### config.mk
export PLATFORM = sky130hd
export DESIGN_NAME = fpdiv_operand_issue
export DESIGN_NICKNAME = d
export VERILOG_FILES = /design/src/rtl/fpdiv_pkg.sv /design/src/rtl/fp_classify.sv /design/src/rtl/fpdiv_operand_issue.sv
export SDC_FILE = /design/constraint.sdc
export NUM_CORES = 1
export LEC_CHECK = 0
export ABC_AREA = 0
export CAP_MARGIN = 20
export CORE_MARGIN = 3
export CORE_UTILIZATION = 50
export CTS_BUF_LIST = sky130_fd_sc_hd__clkbuf_16
export CTS_CLUSTER_SIZE = 30
export DETAILED_ROUTE_END_ITERATION = 6
export GPL_TIMING_DRIVEN = 0
export PLACE_DENSITY = 0.86
export SLEW_MARGIN = 20
export SYNTH_ARGS = -nofsm -noshare
export SYNTH_HDL_FRONTEND = slang
export SYNTH_SLANG_ARGS = --single-unit
export TNS_END_PERCENT = 30
### constraint.sdc
create_clock -name CLOCK -period 3.7 [get_ports CLOCK]
set_input_delay 0.74 -clock CLOCK [delete_from_list [all_inputs] [get_ports CLOCK]]
set_output_delay 0.74 -clock CLOCK [all_outputs]
set_load 0.02 [all_outputs]
### src/rtl/fpdiv_pkg.sv
// Shared definitions for the fpdiv datapath.
// Exception codes, constants and operand-issue FSM states.
package fpdiv_pkg;

    localparam logic [1:0] EXC_NONE = 2'b00;
    localparam logic [1:0] EXC_UFL  = 2'b01;
    localparam logic [1:0] EXC_OFL  = 2'b10;
    localparam logic [1:0] EXC_INV  = 2'b11;

    localparam logic [31:0] QNAN    = 32'h7FC0_0000;
    localparam logic [7:0]  EXP_MAX = 8'hFF;

    typedef enum logic [2:0] {
        IDLE,
        CLASSIFY,
        ISSUE,
        WAIT,
        RESP
    } state_t;

endpackage

### src/rtl/fp_classify.sv
// Combinational IEEE-754 single classifier.
// Subnormals are flushed: a zero exponent means zero.
module fp_classify
    import fpdiv_pkg::*;
(
    input  logic [31:0] op,
    output logic        is_zero,
    output logic        is_inf,
    output logic        is_nan,
    output logic        hidden
);

    logic [7:0]  exp_f;
    logic [22:0] frac_f;

    assign exp_f  = op[30:23];
    assign frac_f = op[22:0];

    // Decode the exponent/fraction fields into operand classes
    always_comb begin
        is_zero = (exp_f == 8'h00);
        is_inf  = (exp_f == EXP_MAX) && (frac_f == 23'd0);
        is_nan  = (exp_f == EXP_MAX) && (frac_f != 23'd0);
        hidden  = (exp_f != 8'h00);
    end

endmodule

### src/rtl/fpdiv_operand_issue.sv
// Operand front-end for the fpdiv mantissa divider.
// Resolves special operands locally, else launches and waits.
module fpdiv_operand_issue #(
    parameter int          TIMEOUT_CYCLES = 32,
    parameter logic [31:0] QNAN           = fpdiv_pkg::QNAN
) (
    input  logic        CLOCK,
    input  logic        RESET,
    input  logic        in_valid,
    output logic        in_ready,
    input  logic [31:0] InputA,
    input  logic [31:0] InputB,
    output logic        div_start,
    output logic [32:0] dividend,
    output logic [32:0] divisor,
    output logic [7:0]  expA,
    output logic [7:0]  expB,
    input  logic        div_done,
    input  logic [22:0] div_result,
    input  logic [7:0]  div_expo,
    input  logic [1:0]  div_except,
    output logic        out_valid,
    input  logic        out_ready,
    output logic [31:0] AbyB,
    output logic [1:0]  EXCEPTION
);

    import fpdiv_pkg::*;

    localparam int CW = $clog2(TIMEOUT_CYCLES);
    localparam logic [CW-1:0] CNT_LAST = CW'(TIMEOUT_CYCLES - 1);

    state_t      state_q, state_d;
    logic [31:0] a_q, a_d;
    logic [31:0] b_q, b_d;
    logic        in_ready_q, in_ready_d;
    logic        div_start_q, div_start_d;
    logic        out_valid_q, out_valid_d;
    logic [32:0] dividend_q, dividend_d;
    logic [32:0] divisor_q, divisor_d;
    logic [7:0]  expa_q, expa_d;
    logic [7:0]  expb_q, expb_d;
    logic [31:0] abyb_q, abyb_d;
    logic [1:0]  exc_q, exc_d;
    logic [CW-1:0] cnt_q, cnt_d;

    logic zero_a, inf_a, nan_a, hid_a;
    logic zero_b, inf_b, nan_b, hid_b;
    logic sign;

    fp_classify u_cls_a (
        .op      (a_q),
        .is_zero (zero_a),
        .is_inf  (inf_a),
        .is_nan  (nan_a),
        .hidden  (hid_a)
    );

    fp_classify u_cls_b (
        .op      (b_q),
        .is_zero (zero_b),
        .is_inf  (inf_b),
        .is_nan  (nan_b),
        .hidden  (hid_b)
    );

    assign sign = a_q[31] ^ b_q[31];

    // Next-state and registered-output logic for one operation in flight
    always_comb begin
        state_d     = state_q;
        a_d         = a_q;
        b_d         = b_q;
        in_ready_d  = in_ready_q;
        div_start_d = 1'b0;
        out_valid_d = out_valid_q;
        dividend_d  = dividend_q;
        divisor_d   = divisor_q;
        expa_d      = expa_q;
        expb_d      = expb_q;
        abyb_d      = abyb_q;
        exc_d       = exc_q;
        cnt_d       = cnt_q;
        unique case (state_q)
            IDLE: begin
                if (in_valid && in_ready_q) begin
                    a_d        = InputA;
                    b_d        = InputB;
                    in_ready_d = 1'b0;
                    state_d    = CLASSIFY;
                end
            end
            CLASSIFY: begin
                if (nan_a || nan_b || (zero_a && zero_b)
                    || (inf_a && inf_b)) begin
                    abyb_d      = QNAN;
                    exc_d       = EXC_INV;
                    out_valid_d = 1'b1;
                    state_d     = RESP;
                end else if (zero_b && !inf_a) begin
                    abyb_d      = {sign, EXP_MAX, 23'd0};
                    exc_d       = EXC_INV;
                    out_valid_d = 1'b1;
                    state_d     = RESP;
                end else if (inf_a) begin
                    abyb_d      = {sign, EXP_MAX, 23'd0};
                    exc_d       = EXC_NONE;
                    out_valid_d = 1'b1;
                    state_d     = RESP;
                end else if (zero_a || inf_b) begin
                    abyb_d      = {sign, 31'd0};
                    exc_d       = EXC_NONE;
                    out_valid_d = 1'b1;
                    state_d     = RESP;
                end else begin
                    dividend_d  = {1'b0, hid_a, a_q[22:0], 8'd0};
                    divisor_d   = {1'b0, hid_b, b_q[22:0], 8'd0};
                    expa_d      = a_q[30:23];
                    expb_d      = b_q[30:23];
                    div_start_d = 1'b1;
                    cnt_d       = '0;
                    state_d     = ISSUE;
                end
            end
            ISSUE: begin
                state_d = WAIT;
            end
            WAIT: begin
                if (div_done) begin
                    abyb_d      = {sign, div_expo, div_result};
                    exc_d       = div_except;
                    out_valid_d = 1'b1;
                    state_d     = RESP;
                end else if (cnt_q == CNT_LAST) begin
                    abyb_d      = QNAN;
                    exc_d       = EXC_INV;
                    out_valid_d = 1'b1;
                    state_d     = RESP;
                end else begin
                    cnt_d = cnt_q + CW'(1);
                end
            end
            RESP: begin
                if (out_ready) begin
                    out_valid_d = 1'b0;
                    in_ready_d  = 1'b1;
                    state_d     = IDLE;
                end
            end
            default: begin
                state_d = IDLE;
            end
        endcase
    end

    // State and output registers, cleared asynchronously
    always_ff @(posedge CLOCK or negedge RESET) begin
        if (!RESET) begin
            state_q     <= IDLE;
            a_q         <= '0;
            b_q         <= '0;
            in_ready_q  <= 1'b1;
            div_start_q <= 1'b0;
            out_valid_q <= 1'b0;
            dividend_q  <= '0;
            divisor_q   <= '0;
            expa_q      <= '0;
            expb_q      <= '0;
            abyb_q      <= '0;
            exc_q       <= EXC_NONE;
            cnt_q       <= '0;
        end else begin
            state_q     <= state_d;
            a_q         <= a_d;
            b_q         <= b_d;
            in_ready_q  <= in_ready_d;
            div_start_q <= div_start_d;
            out_valid_q <= out_valid_d;
            dividend_q  <= dividend_d;
            divisor_q   <= divisor_d;
            expa_q      <= expa_d;
            expb_q      <= expb_d;
            abyb_q      <= abyb_d;
            exc_q       <= exc_d;
            cnt_q       <= cnt_d;
        end
    end

    assign in_ready  = in_ready_q;
    assign div_start = div_start_q;
    assign out_valid = out_valid_q;
    assign dividend  = dividend_q;
    assign divisor   = divisor_q;
    assign expA      = expa_q;
    assign expB      = expb_q;
    assign AbyB      = abyb_q;
    assign EXCEPTION = exc_q;

endmodule
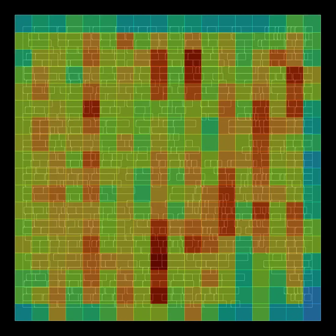
Figure 1: track usage over the die.
GR peak layer: met2
Tot GR Track Use: 22.93%

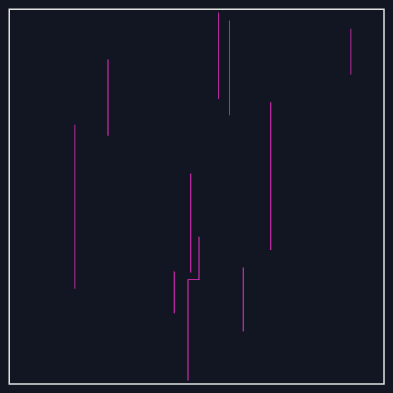
Figure 2: met4 routing.
Scale: 3 px per micron.
main direction: vertical
share of all routed wire: 1.8%
wire length on this layer: 322 microns
nets with wire on the layer: 6

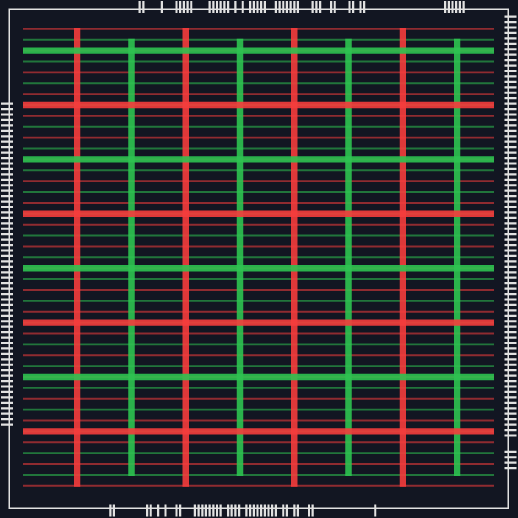
Figure 3: supply network.
Scale: 4 px per micron. Pins as bars on the die edge.
legend:
  green:
    net: VDD
  red:
    net: VSS
met5 straps: 8
met4 straps: 8
met1 rails: 43
VDD IR max: 448.3 uV
Die Ht: 124.4 microns

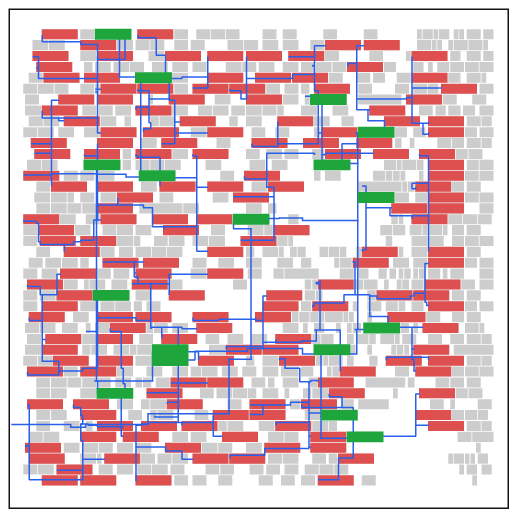
Figure 4: routed clock nets over the placement.
Scale: 4 px per micron.
legend:
  blue:
    item: clock wires
    length: 1930 microns
  red:
    item: flip-flops
    count: 173
  green:
    item: clock drivers
    count: 17
flops lie: spread over the die
routed clock nets: 18

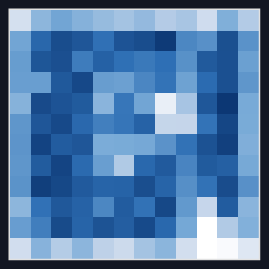
Figure 5: cell density map.
Scale: 2 px per micron. 12 x 12 tiles, from white (low) to dark blue (high), 0 to 100% covered.
densest ninth of the die: left middle
tiles over 75% full: 40%
emptiest ninth of the die: bottom right
nearly empty tiles: 1.4%
Final Core Density: 74.06%
floorplan core density: 52.09%
Core Area: 13450 sq um

[metal layers]
metal	wire length [microns]	part of all wire (%)
met5	13	0.074
met4	321	1.8
met3	1662	9.5
met2	8684	50
met1	6767	39
[report_power, final]
group,internal [mW],switching [mW],total (mW)
Sequential,2.71,0.568,3.28
Combinational,1.86,1.59,3.45
Clock,1.05,0.715,1.76
[registers in the layout (all words and copies together) (netlist names)]
| name | flops |
|---|---|
| AbyB | 32 |
| a_q | 32 |
| b_q | 32 |
| dividend | 24 |
| divisor | 24 |
| expA | 8 |
| expB | 8 |
| cnt_q | 5 |
| state_q | 3 |
| EXCEPTION | 2 |
| div_start | 1 |
| in_ready | 1 |
| out_valid | 1 |
==> impl_metrics.tcl <==
# place-and-route summary
set metrics [dict create \
    vias 4845 \
    slew_headroom_pct 41.79 \
    buf_share_pct 23.84 \
    whs_ps 196.8 \
    drtIter0Drc 270 \
    post-cts-setup-buffers 0 \
    path_cells "clkdlybuf4s50_1, nand2_1, nor4_4, buf_2, mux2_2" \
    path_max_fanout 10 \
    synthCells 486 \
    n_all_buffers 245 \
    synthArstFlopShare_pct 100.0 \
    grt_first_pass_wirelength_microns 28170 \
    rsz0062_at_grt "no" \
    critPathCapture "a_q[18]" \
    final_area_sq_um 9963 \
    maxCapViolCount 0 \
    crit_type "in2reg" \
    totalPowerFinal_mw 8.487 \
    hold_buffers 0 \
    synth_stat.cells 486 \
    htreeDepth 4 \
    cts_buffers 17 \
    clk_share_pct 5.827 \
    yosys.area.top_type "dfrtp_1" \
    ys_chip_area_sq_um 7008 \
    final.setup.tns_ps 0 \
    seq_cells 173 \
    n_clock_buffer 17 \
    pre_cts_ws_ps 845.2 \
    yosys_warnings 0 \
    vias_per_cell 5.295 \
    antenna_cells 0 \
    synthAdderAreaFrac_pct 0.3571 \
    synth-main-ff-cell "dfrtp_1" \
    synth.logic.top_family "multiplexers" \
    syn_area_sq_um 7008 \
    yosysSeqAreaShare_pct 61.79 \
    seq_area_sq_um 4330 \
    layout_setup_ws_ps 1229 \
    clk_latency_ps 430 \
    cp_slowest_cell "nor4_4" \
    cp_num_buf_inv 2 \
    antenna_found_initial 1 \
    num_rows 42 \
    yosys-top-cells-area "dfrtp_1, mux2_2, a22o_1" \
    antenna_left 0 \
    status "finished, final reports clean" \
    grt_start_max_net_pins 68 \
    use_met1_pct 26.39 \
    comb_share_pct 24.59 \
    cts_resized 0 \
    crit_required_ps 4010 \
    layout_top_cell "clkdlybuf4s50_1" \
    netlist.area_leader.share_pct 61.42 \
    mi_logic_area_sq_um 2450 \
    warnings 26 \
    multi_input_comb_cells 287 \
    cts_root_buf "clkbuf_16" \
    taps 176 \
    power.density_nw_per_um2 851.9 \
    drt-wirelength-per-cell_microns 19.07 \
    n_fill_cell 893 \
    wirelength_microns 17450 \
    setup_violations 0 \
    max_clock_freq_mhz 404.6 \
    simple_gate_share_pct 6.731 \
    synth_area_per_cell_sq_um 14.42 \
    area_growth_pct 42.17 \
    place.gp.congestion 0.9167 \
    yosys.area_share.aoi_pct 6.249 \
    largest_class "sequential cells" \
    die_area_sq_um 15470 \
    nets 830 \
    fin_crit_ps 2471 \
    clk_pin_slew_ps 60 \
    synth.distinct_cells 43 \
    dpl_cell_area_sq_um 9383 \
    cp_slowest_stage_delay_ps 660 \
    end_kind "register" \
    min_path_type "in2async" \
    power.leakage_nw 4.522 \
    common_cells "dfrtp_1, mux2_2, a22o_1" \
    path_depth 5 \
    grtUsageMet2_pct 38.68 \
    final_cell_mix "clkdlybuf4s50_1, dfrtp_1, mux2_2" \
    cp-start-kind "primary input" \
    grt_remaining_overflow 0 \
    ff2ff_path_depth 5 \
    layout.cells.non_filler 915 \
    die_w_microns 124.4 \
    critical-path-top-delay-family "buffers and inverters" \
    rrSetupSlack_ps 1300 \
    synth-edff-count 0 \
    grt_pass1_vias 5299 \
    dpl.hpwl_microns 12910 \
    cts_num_sinks 173 \
    worst_pin_slew_ps 866.7 \
    skew_ps 11.59 \
    io_buffers 202 \
    io_pins 221 \
    drive_above_1_share_pct 27.06 \
    r2r-end "AbyB[28]" \
    placed_cells 883 \
    maxSlewViolCount 0 \
    ys_sh_xor_pct 0.1250 \
]
